==> config.mk <==
export PLATFORM = sky130hd
export DESIGN_NAME = seq_modn_detector
export DESIGN_NICKNAME = d
export VERILOG_FILES = /design/src/rtl/seq_modn_detector.sv
export SDC_FILE = /design/constraint.sdc
export NUM_CORES = 1
export LEC_CHECK = 0
export CORE_AREA = 2 2 39 41
export DETAILED_ROUTE_END_ITERATION = 10
export DIE_AREA = 0 0 41 43
export PLACE_DENSITY_LB_ADDON = 0.25
export RECOVER_POWER = 50
export SYNTH_ARGS = -nofsm -noshare
export SYNTH_HDL_FRONTEND = slang
export SYNTH_SLANG_ARGS = --single-unit
==> constraint.sdc <==
create_clock -name clk -period 1.9 [get_ports clk]
set_clock_uncertainty 0.2 [all_clocks]
set_input_delay 0.38 -clock clk [delete_from_list [all_inputs] [get_ports clk]]
set_output_delay 0.38 -clock clk [all_outputs]
set_load 0.1 [all_outputs]
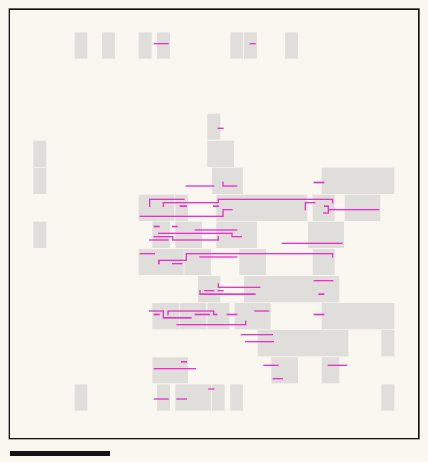
Figure 1: run 1, M1 wires.
The bar under the picture is 10 um long. Cells faint in the background.
nets with wire on the layer: 31
share of all routed wire: 33%
final WL: 469 um
met1 track demand over resource: 0.0479

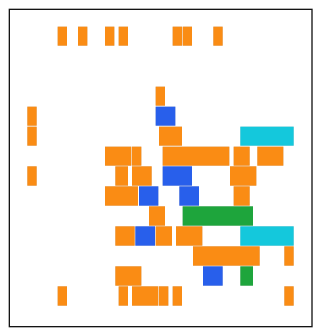
Figure 2: run 1, sizing map.
[drive 6 and up] cyan | cells: 2 | most used: buf_12
[drive 2] green | cells: 2
[drive 3 to 4] blue | cells: 6 | most used: clkbuf_4
[drive 1 or less] orange | cells: 35 | most used: conb_1
design area: 384 um^2
Area Growth Syn to Fin: 27.9%

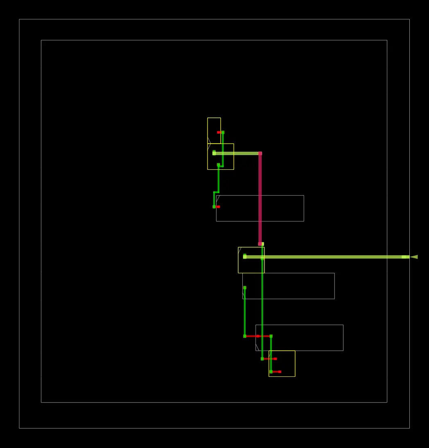
Figure 3: run 1, clock wiring as the flow saved it.
total clock sinks: 3
clk_lat worst skew: 0.23 ns

==> impl_metrics.toml, run 1 <==
# physical design summary
[clock_tree]
cts_tree = "built"
postCtsSetupRepairBufs = 0
cts_resized = 0
clkTransAtPathRegs_ns = 0.04
cts_buffers = 3
postCtsHoldBufs = 0

[global_routing]
grt_first_pass_wirelength_um = 655
antenna_found_initial = 0
grt_use_total = 0.0601

[place]
routabilityCongestion = 0.708
pre_cts_ws_ns = -0.107
io_buffers = 7
placed_cells = 57

[yosys]
syn-instance-count = 33
ys_seq_frac = 0.250
async_reset_ff_frac = 1.00
synth_adder_area_share = 0.0417
simple_gate_share = 0.142
synth_area_per_cell_um2 = 9.10
synthTopCellsByArea = "buf_4 (40%), dfrtp_1 (25%), ha_1 (4.2%)"
yosys_area_um2 = 300
top_cells_by_count = "buf_4 (16), dfrtp_1 (3), nor2b_1 (2)"
ys_warn_count = 0
edf_count = 0
yosys.area.top_type = "buf_4"
yosys-stat-cells = 33

[floorplan]
row_count = 14
io_pins = 24
coreArea_um2 = 1380

[pwr]
internal_power_mw = 0.201
power.density_nw_per_um2 = 1180
power_frac_seq = 0.171
finalPower_mw = 0.455
vdd_drop_max_mv = 0.263
p_comb_mw = 0.267
pwr-share-comb = 0.586
maxPowerGroup = "combinational cells"
swShare = 0.558

[finish]
final_nets = 52
largest_register_ff_count = 2
n_antenna_cell = 0
fin_util = 0.278
nFillCells = 160
drive_gt1_frac = 0.222

[setup_path]
reg2reg_slack_ns = 0.26
crit_buf_inv = 1
path_cells = "clkdlybuf4s50_1 -> nor2b_1 -> ha_1 -> or3_4 -> a31oi_1"
start_kind = "input pin"
cp_slowest_cell = "clkdlybuf4s50_1"
critPathKind = "in2reg"
max_stage_delay_ns = 0.48
r2r_cells = 4
critPathCaptureType = "flip-flop"

[worst_hold_path]
hp-class = "in2async"

[detailed_routing]
post-route-drc-count = 0
drt-initial-drc-count = 1
ant_nets = 0

[final_timing]
fmax_mhz = 565
finalCritPeriodShare = 0.931
finalSetupTns_ns = 0

[run_status]
outcome = "completed"
-- run 1: worst reg2reg max path, delay by kind of cell (launching register included) --
family | cells | cell delay, ns
AND-OR/OR-AND | 1 | 0.16
AND/OR/NAND/NOR | 2 | 0.56
flip-flops | 1 | 0.41
adder cells (fa/ha/maj) | 1 | 0.22
-- run 1: cells in the final DEF, fill, tap and decap left out --
cell             Yosys  routed
nor3_1               1       1
mux2i_1              1       1
dfrtp_2              0       1
a31oi_1              1       1
clkdlybuf4s50_1      0       3
ha_1                 1       1
buf_12               0       2
dlygate4sd3_1        0       1
buf_4               16       2
clkbuf_4             0       3
conb_1               1      16
dfrtp_1              3       2
or3_4                1       1
o32a_1               1       1
clkbuf_1             0       1
nand2b_1             1       1
nand3b_1             1       1
nor2b_1              2       2
o21a_1               1       1
inv_1                1       1
o32ai_1              1       1
clkbuf_2             0       1
-- run 1: per-layer routing --
metal | vias to the layer above | routed length [um] | track usage
li1 | 104 | - | -
met1 | 89 | 156 | 0.0479
met4 | 0 | 9 | 0.0600
met3 | 2 | 66 | 0.0314
met5 | - | 0 | 0
met2 | 13 | 237 | 0.0938
-- run 1: layout make-up --
cell class              count  area [um^2]  share of cell area
inverters                   1         3.75             0.00977
clock buffers               4         26.3              0.0684
well taps                  16         20.0              0.0521
flip-flops and latches      3         76.3               0.199
repair buffers              9          100               0.261
multi-input cells          28          158               0.410
-- run 1: kinds of logic after synthesis --
| group | count (synthesis) |
|---|---|
| buf+inv | 17 |
| simple gates | 6 |
| compound gates | 4 |
| flops | 3 |
| mux | 1 |
| fa+ha+maj | 1 |
| other cells | 1 |
--- run 2 (diff from run 1) ---
- GPL_ROUTABILITY_DRIVEN: unset -> 0
- SETUP_SLACK_MARGIN: unset -> 0.02
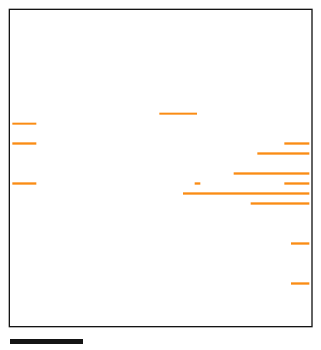
Figure 4: run 2, M3 wires.
The bar under the picture is 10 um long.
longest straight run: 16.9 um
main direction: horizontal
wire length on this layer: 66.0 um
met3 Use GR: 0.0314
via count: 208

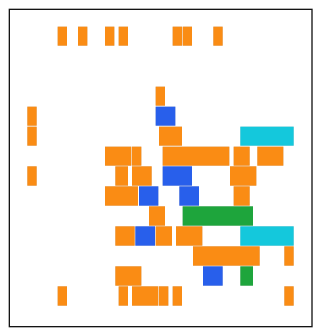
Figure 5: run 2, sizing map.
final setup margin: 0.130 ns
Non-CTS buffers: 9

==> impl_metrics.toml, run 2 <==
# physical design summary
[global_routing]
grt_first_pass_wirelength_um = 655
busiest_layer = "met2"
grt_use_total = 0.0601
grt_max_degree = 7
gr-total-overflow = 0
grt_use_met2 = 0.0938
antenna_found_initial = 0
grt_util_met1 = 0.0479
grt_pass1_vias = 189

[setup_path]
critPathArrivalTime_ns = 1.72
r2r_cells = 4
start_kind = "input pin"
required_ns = 1.85
critPathCaptureType = "flip-flop"
reg2reg_slack_ns = 0.26
cp_max_fo = 4
critPathKind = "in2reg"

[finish]
final_nets = 52
n_antenna_cell = 0
lay_top_cells = "conb_1 (16), clkbuf_4 (3), clkdlybuf4s50_1 (3)"
final_common_cell = "conb_1"
syn_to_final_growth_pct = 27.9
drive_gt1_frac = 0.222
largest_register_ff_count = 2

[place]
pre_cts_ws_ns = -0.107
dpl.hpwl_um = 371
io_buffers = 7

[clock_tree]
cts.sinks = 3
cts_resized = 0
postCtsSetupRepairBufs = 0
cts_buffer_depth = 2
postCtsHoldBufs = 0
cts_max_level = 1
clkTransAtPathRegs_ns = 0.04
cts_tree = "built"
clock_latency_ns = 0.23
cts_buffers = 3
clockRootBuffer = "clkbuf_4"

[final_timing]
hold_viol_final = 0
slew_viol_final = 0
rsz0062_at_grt = "false"
finalCritPeriodShare = 0.931
min_period_ns = 1.77
slew_headroom = 0.638
fmax_mhz = 565
worst_pin_slew_ns = 0.545
whs_ns = 0.204
finalSetupTns_ns = 0
setup_viol = 0

[yosys]
synthTopCellsByArea = "buf_4 (40%), dfrtp_1 (25%), ha_1 (4.2%)"
top_cells_by_count = "buf_4 (16), dfrtp_1 (3), nor2b_1 (2)"
synth.most_common_cell = "buf_4"
netlist_area_um2 = 300
syn-instance-count = 33
top_area_frac = 0.400
yosys-stat-cells = 33
synthFlopType = "dfrtp_1"
async_reset_ff_frac = 1.00
edf_count = 0
ys_seq_frac = 0.250
yosys_area_um2 = 300
synth_area_per_cell_um2 = 9.10
yosys.area.top_type = "buf_4"
synth.distinct_cells = 15
ys_warn_count = 0
ys_ff = 3

[floorplan]
die-area_um2 = 1760
coreArea_um2 = 1380
die_w_um = 41
die_h_um = 43
io_pins = 24
fp-utilization = 0.217
row_count = 14

[detailed_routing]
routedWlPerCell_um = 7.69
wl_um = 469
dr.pass1.iters = 2
post-route-drc-count = 0
vias_per_cell = 3.41
ant_nets = 0
drt-initial-drc-count = 1

[run]
warnings = 26
maxCapViolations = 0

[pwr]
power.density_nw_per_um2 = 1180
finalPower_mw = 0.455
power.leakage_nw = 0.192
vdd_drop_max_mv = 0.263

[worst_hold_path]
hp-class = "in2async"

[run_status]
outcome = "completed"
run 2: cell families after synthesis:
kind of cell | Yosys count | synth area share
adder cells (fa/ha/maj) | 1 | 0.0417
multiplexers | 1 | 0.0333
AND-OR/OR-AND | 4 | 0.108
flip-flops | 3 | 0.250
buffers and inverters | 17 | 0.413
other | 1 | 0.0125
AND/OR/NAND/NOR | 6 | 0.142
run 2: metal layers:
metal,up-vias,share of wire
li1,104,-
met1,89,0.33
met2,13,0.51
met3,2,0.14
met4,0,0.019
met5,-,0
run 2: critical path, stage by stage:
cell             delay [ns]
clkdlybuf4s50_1        0.48
nor2b_1                0.07
ha_1                   0.22
or3_4                  0.40
a31oi_1                0.16
run 2: power breakdown:
| part | switching (mW) | total [mW] | leakage [nW] | internal (mW) |
|---|---|---|---|---|
| clock | 0.0318 | 0.110 | 0.0150 | 0.0786 |
| combinational | 0.216 | 0.267 | 0.140 | 0.0501 |
| sequential | 0.00557 | 0.0780 | 0.0371 | 0.0724 |
| total | 0.254 | 0.455 | 0.192 | 0.201 |
run 2: cell type report:
cell class                      count  area (um^2)
Tap cell                           16         20.0
Fill cell                         160         1000
Clock buffer                        4         26.3
Timing Repair Buffer                9          100
Inverter                            1         3.75
Sequential cell                     3         76.3
Multi-Input combinational cell     28          158
run 2: through the flow:
stage	cell area, um^2	cells	utilization
2_1_floorplan	358	48	-
6_report	384	61	0.278
3_5_place_dp	373	57	0.269
4_1_cts	399	61	0.288
3_3_place_gp	373	57	0.269
5_1_grt	384	61	0.278
Power and IR drop assume default switching activity.
